===== config.mk =====
export PLATFORM = sky130hd
export DESIGN_NAME = lsu
export DESIGN_NICKNAME = d
export VERILOG_FILES = /design/src/rtl/lsu_pkg.sv /design/src/rtl/lsu_align.sv /design/src/rtl/lsu.sv
export SDC_FILE = /design/constraint.sdc
export NUM_CORES = 1
export LEC_CHECK = 0
export CELL_PAD_IN_SITES_DETAIL_PLACEMENT = 0
export CELL_PAD_IN_SITES_GLOBAL_PLACEMENT = 1
export CORE_ASPECT_RATIO = 1.25
export CORE_MARGIN = 3
export CORE_UTILIZATION = 30
export CTS_BUF_LIST = sky130_fd_sc_hd__clkbuf_2 sky130_fd_sc_hd__clkbuf_4 sky130_fd_sc_hd__clkbuf_8
export DETAILED_ROUTE_END_ITERATION = 16
export PLACE_DENSITY = 0.78
export SLEW_MARGIN = 20
export SYNTH_ARGS = -nofsm -noshare
export SYNTH_HDL_FRONTEND = slang
export SYNTH_HIERARCHICAL = 1
export SYNTH_SLANG_ARGS = --single-unit
export TNS_END_PERCENT = 5

===== constraint.sdc =====
create_clock -name i_Clock -period 2.9 [get_ports i_Clock]
set_input_delay 0.58 -clock i_Clock [delete_from_list [all_inputs] [get_ports i_Clock]]
set_output_delay 0.58 -clock i_Clock [all_outputs]
set_load 0.02 [all_outputs]

===== src/rtl/lsu_pkg.sv =====
// Shared core definitions for the load/store unit: RV64 load/store funct3
// encodings, FSM states, default bus timeout and the request legality check.
package lsu_pkg;

   localparam int unsigned c_TIMEOUT_DEFAULT = 255;

   typedef enum logic [1:0] {
      ST_IDLE,
      ST_BUS,
      ST_DONE
   } state_e;

   typedef enum logic [2:0] {
      F3_B  = 3'b000,
      F3_H  = 3'b001,
      F3_W  = 3'b010,
      F3_D  = 3'b011,
      F3_BU = 3'b100,
      F3_HU = 3'b101,
      F3_WU = 3'b110
   } funct3_e;

   // funct3[1:0] is log2 of the access size for both loads and stores.
   function automatic logic isLegal(input logic       isRead,
                                    input logic       isWrite,
                                    input logic [2:0] funct3,
                                    input logic [2:0] offset);
      logic ok;
      ok = 1'b1;
      if (isRead && isWrite)            ok = 1'b0;
      if (isRead && funct3 == 3'b111)   ok = 1'b0;
      if (isWrite && funct3[2])         ok = 1'b0;
      case (funct3[1:0])
         2'b01:   if (offset[0])             ok = 1'b0;
         2'b10:   if (offset[1:0] != 2'b00)  ok = 1'b0;
         2'b11:   if (offset != 3'b000)      ok = 1'b0;
         default: ;
      endcase
      return ok;
   endfunction

endpackage


===== src/rtl/lsu_align.sv =====
// Combinational lane logic: store byte enables and data replication, load
// lane extraction with sign/zero extension.
module lsu_align
   import lsu_pkg::*;
(
   input  logic [2:0]  i_Funct3,
   input  logic [2:0]  i_Offset,
   input  logic        i_IsStore,
   input  logic [63:0] i_WriteData,
   input  logic [63:0] i_MemRdata,
   output logic [7:0]  o_MemBe,
   output logic [63:0] o_MemWdata,
   output logic [63:0] o_LoadData
);

   logic [63:0] lane;

   always_comb begin
      lane       = i_MemRdata >> {i_Offset, 3'b000};
      o_LoadData = lane;
      o_MemBe    = 8'hFF;
      o_MemWdata = i_WriteData;
      case (funct3_e'(i_Funct3))
         F3_B: begin
            o_LoadData = {{56{lane[7]}}, lane[7:0]};
            o_MemBe    = 8'h01 << i_Offset;
            o_MemWdata = {8{i_WriteData[7:0]}};
         end
         F3_BU: o_LoadData = {56'd0, lane[7:0]};
         F3_H: begin
            o_LoadData = {{48{lane[15]}}, lane[15:0]};
            o_MemBe    = 8'h03 << i_Offset;
            o_MemWdata = {4{i_WriteData[15:0]}};
         end
         F3_HU: o_LoadData = {48'd0, lane[15:0]};
         F3_W: begin
            o_LoadData = {{32{lane[31]}}, lane[31:0]};
            o_MemBe    = 8'h0F << i_Offset;
            o_MemWdata = {2{i_WriteData[31:0]}};
         end
         F3_WU: o_LoadData = {32'd0, lane[31:0]};
         default: ;
      endcase
      if (!i_IsStore) o_MemBe = 8'hFF;
   end

endmodule


===== src/rtl/lsu.sv =====
// Load/store unit: accepts one execute-stage request, runs a single bus
// transaction with timeout, and writes back extended load data.
module lsu
   import lsu_pkg::*;
#(
   parameter int unsigned c_TIMEOUT = c_TIMEOUT_DEFAULT
) (
   input  logic        i_Clock,
   input  logic        i_Reset,
   input  logic        i_Valid,
   output logic        o_Ready,
   input  logic        i_MemRead,
   input  logic        i_MemWrite,
   input  logic [2:0]  i_Funct3,
   input  logic [63:0] i_Address,
   input  logic [63:0] i_WriteData,
   input  logic [4:0]  i_WriteReg,
   output logic [63:0] o_ReadData,
   output logic        o_WbValid,
   output logic [4:0]  o_WbReg,
   output logic        o_Fault,
   output logic        o_MemReq,
   input  logic        i_MemAck,
   output logic        o_MemWe,
   output logic [63:0] o_MemAddr,
   output logic [63:0] o_MemWdata,
   output logic [7:0]  o_MemBe,
   input  logic [63:0] i_MemRdata
);

   state_e      r_State;
   logic [2:0]  r_Funct3;
   logic [2:0]  r_Offset;
   logic [4:0]  r_Rd;
   logic [31:0] r_Count;

   logic        isIdle;
   logic        isLegalReq;
   logic [2:0]  alignFunct3;
   logic [2:0]  alignOffset;
   logic        alignStore;
   logic [7:0]  alignBe;
   logic [63:0] alignWdata;
   logic [63:0] alignLoad;

   assign isIdle     = (r_State == ST_IDLE);
   assign o_Ready    = isIdle;
   assign isLegalReq = isLegal(i_MemRead, i_MemWrite, i_Funct3, i_Address[2:0]);

   // One aligner serves both phases: live inputs at acceptance, the
   // registered request while waiting for the read data.
   assign alignFunct3 = isIdle ? i_Funct3       : r_Funct3;
   assign alignOffset = isIdle ? i_Address[2:0] : r_Offset;
   assign alignStore  = isIdle ? i_MemWrite     : o_MemWe;

   lsu_align u_align (
      .i_Funct3    (alignFunct3),
      .i_Offset    (alignOffset),
      .i_IsStore   (alignStore),
      .i_WriteData (i_WriteData),
      .i_MemRdata  (i_MemRdata),
      .o_MemBe     (alignBe),
      .o_MemWdata  (alignWdata),
      .o_LoadData  (alignLoad)
   );

   always_ff @(posedge i_Clock) begin
      if (i_Reset) begin
         r_State    <= ST_IDLE;
         r_Funct3   <= '0;
         r_Offset   <= '0;
         r_Rd       <= '0;
         r_Count    <= '0;
         o_MemReq   <= 1'b0;
         o_MemWe    <= 1'b0;
         o_MemAddr  <= '0;
         o_MemWdata <= '0;
         o_MemBe    <= '0;
         o_ReadData <= '0;
         o_WbValid  <= 1'b0;
         o_WbReg    <= '0;
         o_Fault    <= 1'b0;
      end else begin
         o_Fault   <= 1'b0;
         o_WbValid <= 1'b0;
         case (r_State)
            ST_IDLE: begin
               if (i_Valid && (i_MemRead || i_MemWrite)) begin
                  if (!isLegalReq) begin
                     o_Fault <= 1'b1;
                  end else begin
                     r_State    <= ST_BUS;
                     r_Funct3   <= i_Funct3;
                     r_Offset   <= i_Address[2:0];
                     r_Rd       <= i_WriteReg;
                     r_Count    <= '0;
                     o_MemReq   <= 1'b1;
                     o_MemWe    <= i_MemWrite;
                     o_MemAddr  <= {i_Address[63:3], 3'b000};
                     o_MemWdata <= alignWdata;
                     o_MemBe    <= alignBe;
                  end
               end
            end
            ST_BUS: begin
               if (i_MemAck) begin
                  o_MemReq <= 1'b0;
                  if (o_MemWe) begin
                     r_State <= ST_IDLE;
                  end else begin
                     r_State    <= ST_DONE;
                     o_ReadData <= alignLoad;
                     o_WbValid  <= (r_Rd != 5'd0);
                     o_WbReg    <= r_Rd;
                  end
               end else if (r_Count == c_TIMEOUT - 1) begin
                  r_State  <= ST_IDLE;
                  o_MemReq <= 1'b0;
                  o_Fault  <= 1'b1;
               end else begin
                  r_Count <= r_Count + 32'd1;
               end
            end
            ST_DONE: r_State <= ST_IDLE;
            default: r_State <= ST_IDLE;
         endcase
      end
   end

endmodule


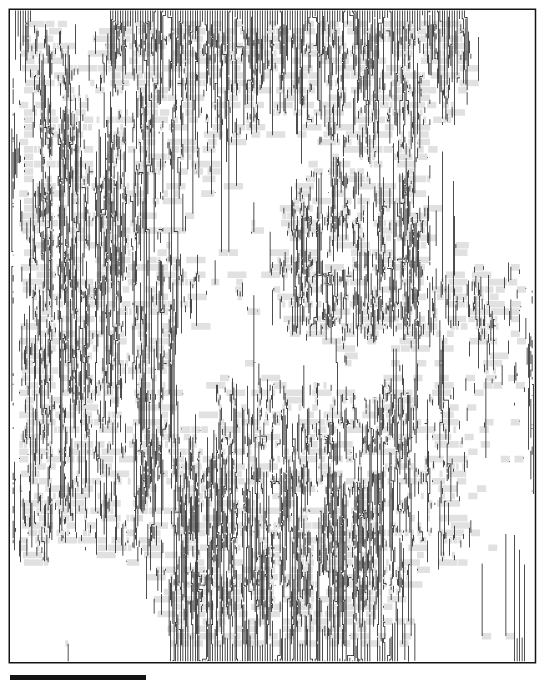
run_1/m2.png
Bar = 50 µm. Cells faint in the background.
- longest straight run: 94.0 µm
- nets with wire on the layer: 1888

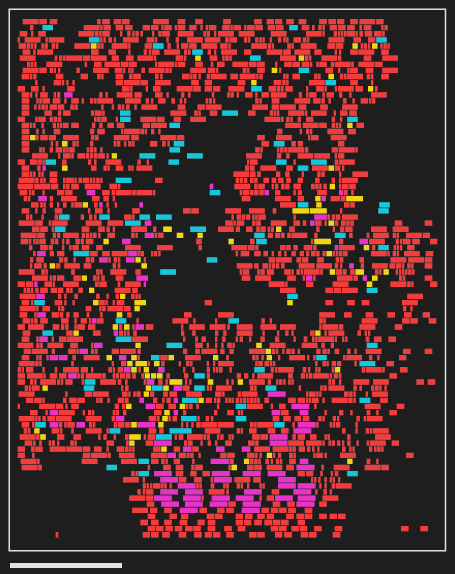
run_1/sizing.png
Bar = 50 µm.
- x1 and smaller: red (cells 1873)
- x2: magenta (cells 95)
- x3 and x4: yellow (cells 92)
- x6 and larger: cyan (cells 77)
fin area: 0.0191 mm²
Final Worst Setup Slack: 0.130 ns

==> flow_summary.ini, run 1 <==
; implementation run metrics
[status]
status = complete, no violations

[power_and_ir_drop]
power.density_mw_per_mm2 = 468
p_leak_nw = 6.85
peakVddDrop_mv = 0.305

[critical_path]
path_buffers = 3
r2r_slack_ns = 0.13
critical-path-top-delay-family = multiplexers
criticalPathCategory = reg2reg
cp_data_arrival_time_ns = 3.20
critPathRequiredTime_ns = 3.33

[yosys]
ys_area_mm2 = 0.0132
synth-main-ff-cell = dfxtp_1
ys_sh_simple_pct = 25.2
async_reset_ff_share_pct = 0
topCellsByArea = dfxtp_1 38%, nand2_1 17%, a21oi_1 10%

[route]
top_layer = met4
drt-wirelength-per-cell_um = 20.2
drt_first_iter_violations = 857
drtPass1Iterations = 5
wirelength_um = 54600

[timing]
post-route-min-period_ns = 2.77
rsz0062_at_grt = yes

[min_path]
hold_path.class = in2reg

[cells_and_area]
n_all_inverters = 9
regArea_mm2 = 0.00502
seq_area_share_pct = 26.2
area_growth_pct = 45.2
flops = 251

[clocking]
cts_buffers = 46
htreeDepth = 2
insertion_delay_ns = 0.58

[floorplan]
die_height_um = 240
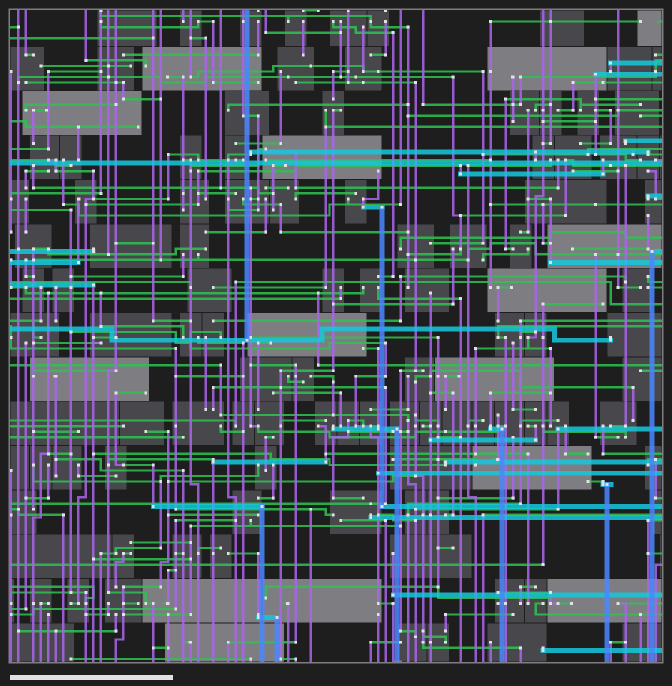
run_1/closeup.png
Bar = 10 µm. Region (77, 52) to (117, 92) µm. Cells in grey, sequential cells in the stronger grey; small squares are vias.
- M3: cyan
- M4: blue
- M1: green
- M2: purple
- cells with their middle in the window: 113
- sequential cells in the window: 14
- netlist names of flops here include: o_ReadData (14)
- most frequent: nand2_1 (46), dfxtp_1 (14)

==> run 1: power by group through the flow <==
stage	clock network, mW	logic (mW)	registers, mW
floorplan	0	0.872	3.74
global placement	0	1.80	3.66
detailed placement	0	1.81	3.66
CTS	3.67	1.81	3.58
global route	3.81	1.96	3.59
finish	3.55	1.82	3.58
==> run 1: per-stage QoR <==
stage / instances / utilization, % / setup slack [ns] / instance area [µm²] / power (mW)
final: 2703 / 44.2 / 0.130 / 19100 / 8.96
after global routing: 2703 / 44.2 / -0.0123 / 19100 / 9.37
after CTS: 2702 / 44.2 / 0.0781 / 19100 / 9.07
after detailed placement: 2621 / 42.0 / -0.00300 / 18200 / 5.47
after global placement: 2621 / 42.0 / -0.0148 / 18200 / 5.45
after floorplan: 1719 / - / 0.173 / 13200 / 4.62
run_1/congestion_map.png
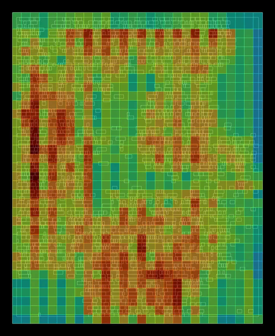

==> inputs of run 2 (changes only) <==
--- a/config.mk
+++ b/config.mk
@@ -12,7 +12,7 @@
 export CORE_UTILIZATION = 30
 export CTS_BUF_LIST = sky130_fd_sc_hd__clkbuf_2 sky130_fd_sc_hd__clkbuf_4 sky130_fd_sc_hd__clkbuf_8
 export DETAILED_ROUTE_END_ITERATION = 16
-export PLACE_DENSITY = 0.78
+export PLACE_DENSITY_LB_ADDON = 0.15
 export SLEW_MARGIN = 20
 export SYNTH_ARGS = -nofsm -noshare
 export SYNTH_HDL_FRONTEND = slang
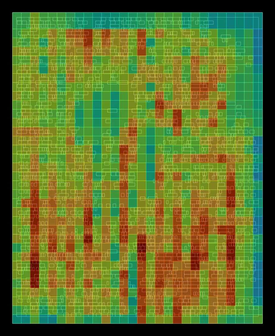
run_2/congestion_map.png
met2 Usage GRT: 39.4%
grt met1 use: 25.4%
Routed wire per std cell: 20.1 µm

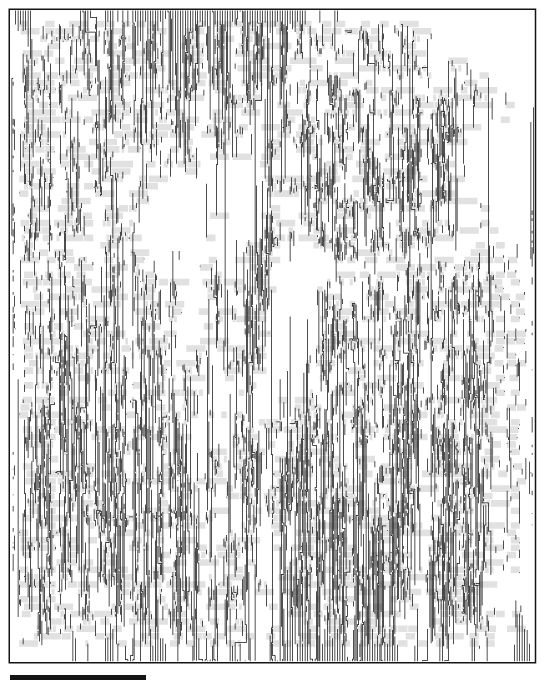
run_2/m2.png
Bar = 50 µm. Cells faint in the background.
- wire length on this layer: 27.2 mm
- longest straight run: 95.2 µm
- nets with wire on the layer: 1891
- main direction: vertical
- share of all routed wire: 50%

==> flow_summary.ini, run 2 <==
; implementation run metrics
[timing]
worst_slack_ns = 0.272
fin_skew_ns = 0.0234

[placed_design]
dp_cells = 2621
pre_cts_slack_ns = 0.0183
placed_cell_area_mm2 = 0.0181

[status]
status = complete, no violations

[clocking]
htreeDepth = 2
insertion_delay_ns = 0.61
cts.clk_slew.worst_paths_ns = 0.06

[yosys]
ys_area_mm2 = 0.0132
topCellsByArea = dfxtp_1 38%, nand2_1 17%, a21oi_1 10%
ys.warnings.count = 6
async_reset_ff_share_pct = 0
synth-main-ff-cell = dfxtp_1

[power_and_ir_drop]
comb-power_mw = 1.83
p_leak_nw = 6.86
powerClk_mw = 3.90
finalPower_mw = 9.31
power_frac_comb_pct = 19.6
p_seq_mw = 3.58
peakVddDrop_mv = 0.407
power.density_mw_per_mm2 = 485

[critical_path]
r2r_slack_ns = 0.27
critical-path-top-delay-family = multiplexers
cp_data_arrival_time_ns = 3.15

[cells_and_area]
area_growth_pct = 45.6
post-route-util_pct = 44.4
design_area_mm2 = 0.0192

[route]
drtPass1Iterations = 5
wirelength_um = 54400
drt_first_iter_violations = 796

[min_path]
hold_path.class = in2reg

[floorplan]
die_height_um = 240
run 2: final cells by class:
type	instances	area, µm²	area share [%]
Multi-Input combinational cell	1302	7450	38.8
Sequential cell	251	5020	26.2
Inverter	9	33.8	0.176
Tap cell	565	707	3.68
Antenna cell	4	10.0	0.0521
Clock buffer	68	861	4.48
Timing Repair Buffer	494	4940	25.7
Clock inverter	11	178	0.925
run 2: logic make-up (layout without fill, tap and decap cells):
logic type      count (synthesis)  in the layout  synth area share, %
compound gates                416            416                 18.7
flops                         251            251                 38.1
fa+ha+maj                       2              2                0.190
simple gates                  773            773                 25.2
xor+xnor                        1              1               0.0664
mux                           107            107                 11.9
other cells                     1              7               0.0284
buf+inv                       166            582                 5.79
run_2/m1.png
Bar = 50 µm. Supply wires on this layer in grey. Cells faint in the background.
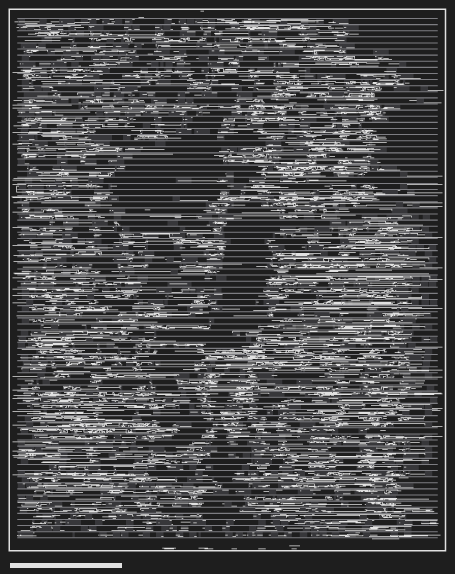

==> inputs of run 3 (changes only) <==
--- a/config.mk
+++ b/config.mk
@@ -18,4 +18,4 @@
 export SYNTH_HDL_FRONTEND = slang
 export SYNTH_HIERARCHICAL = 1
 export SYNTH_SLANG_ARGS = --single-unit
-export TNS_END_PERCENT = 5
+export TNS_END_PERCENT = 1
==> constraint.sdc (replaced) <==
create_clock -name i_Clock -period 2.9 [get_ports i_Clock]
set_input_delay 0.58 -clock i_Clock [delete_from_list [all_inputs] [get_ports i_Clock]]
set_output_delay 0.58 -clock i_Clock [all_outputs]
set_load 0.01 [all_outputs]
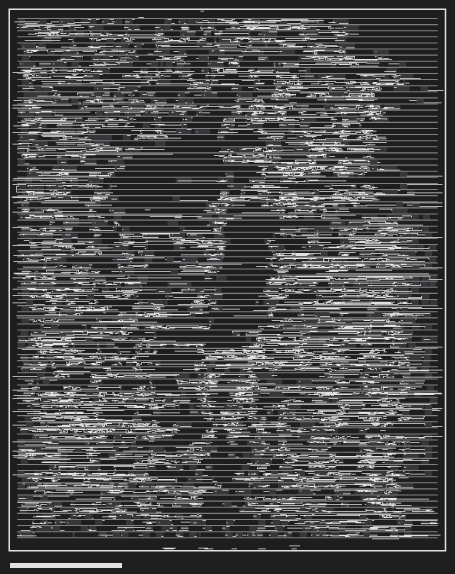
run_3/m1.png
Bar = 50 µm. Supply wires on this layer in grey. Cells faint in the background.
- nets with wire on the layer: 2092
- wire length on this layer: 21.1 mm
Vias: 13900
total wire length: 54400 µm

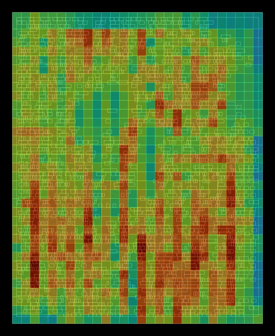
run_3/congestion_map.png
post-layout util: 44.4%
Overall Global Routing Usage: 22.3%
gr busiest metal: met2
M3 GR Usage: 7.60%

==> flow_summary.ini, run 3 <==
; implementation run metrics
[status]
status = complete, no violations

[critical_path]
critPathRequiredTime_ns = 2.32
r2r_slack_ns = 0.27
criticalPathCategory = reg2out
critical-path-top-delay-family = buffers and inverters
slowest_delay_ns = 0.62

[clocking]
insertion_delay_ns = 0.61
cts.clk_slew.worst_paths_ns = 0.06
htreeDepth = 2
cts_root_buffer = clkbuf_8

[floorplan]
io_pins = 416
die_height_um = 240
rows = 85

[placed_design]
pre_cts_slack_ns = 0.0183
placed_cell_area_mm2 = 0.0181
dp_cells = 2621

[yosys]
ys_area_mm2 = 0.0132
most_common_cell = nand2_1
topCellsByArea = dfxtp_1 38%, nand2_1 17%, a21oi_1 10%
ys_sh_xor_pct = 0.0664
muxShareOfSynthArea_pct = 11.9
synth-main-ff-cell = dfxtp_1
aoi_share_pct = 18.7
synthTopLogicFamily = simple AND/OR/NAND/NOR gates
async_reset_ff_share_pct = 0
fa_ha_area_share_pct = 0.190

[power_and_ir_drop]
powerClk_mw = 3.90
power_frac_comb_pct = 19.1
comb-power_mw = 1.77
power.density_mw_per_mm2 = 481
finalPower_mw = 9.25
p_seq_mw = 3.58
p_leak_nw = 6.87
peakVddDrop_mv = 0.406

[timing]
fmax_mhz = 371
worst_slack_ns = 0.202
fin_skew_ns = 0.0234

[route]
drtPass1Iterations = 5
drt_first_iter_violations = 796
drt-wirelength-per-cell_um = 20.1

[cells_and_area]
area_growth_pct = 45.6
regArea_mm2 = 0.00502
comb_area_mm2 = 0.00745
design_area_mm2 = 0.0192
[run 3: cell counts after synthesis]
No cell type changed its count.
[run 3: cells by family after synthesis]
logic type | Yosys count
buf+inv | 166
other cells | 1
fa+ha+maj | 2
xor+xnor | 1
flops | 251
simple gates | 773
compound gates | 416
mux | 107
[run 3: cell type report]
type | count | area share (%)
diodes | 4 | 0.0521
clock buffers | 68 | 4.48
clock inverters | 11 | 0.925
inverters | 9 | 0.176
multi-input cells | 1302 | 38.8
flip-flops and latches | 251 | 26.2
well taps | 565 | 3.68
repair buffers | 494 | 25.7
[run 3: per-layer routing]
metal	share of wire [%]	vias to the layer above	global-route usage (%)
met5	0.075	-	0
met4	2.9	6	7.17
met3	8.2	93	7.60
met2	50	466	39.4
met1	39	6626	25.4
li1	-	6747	-
Power and IR drop assume default switching activity.
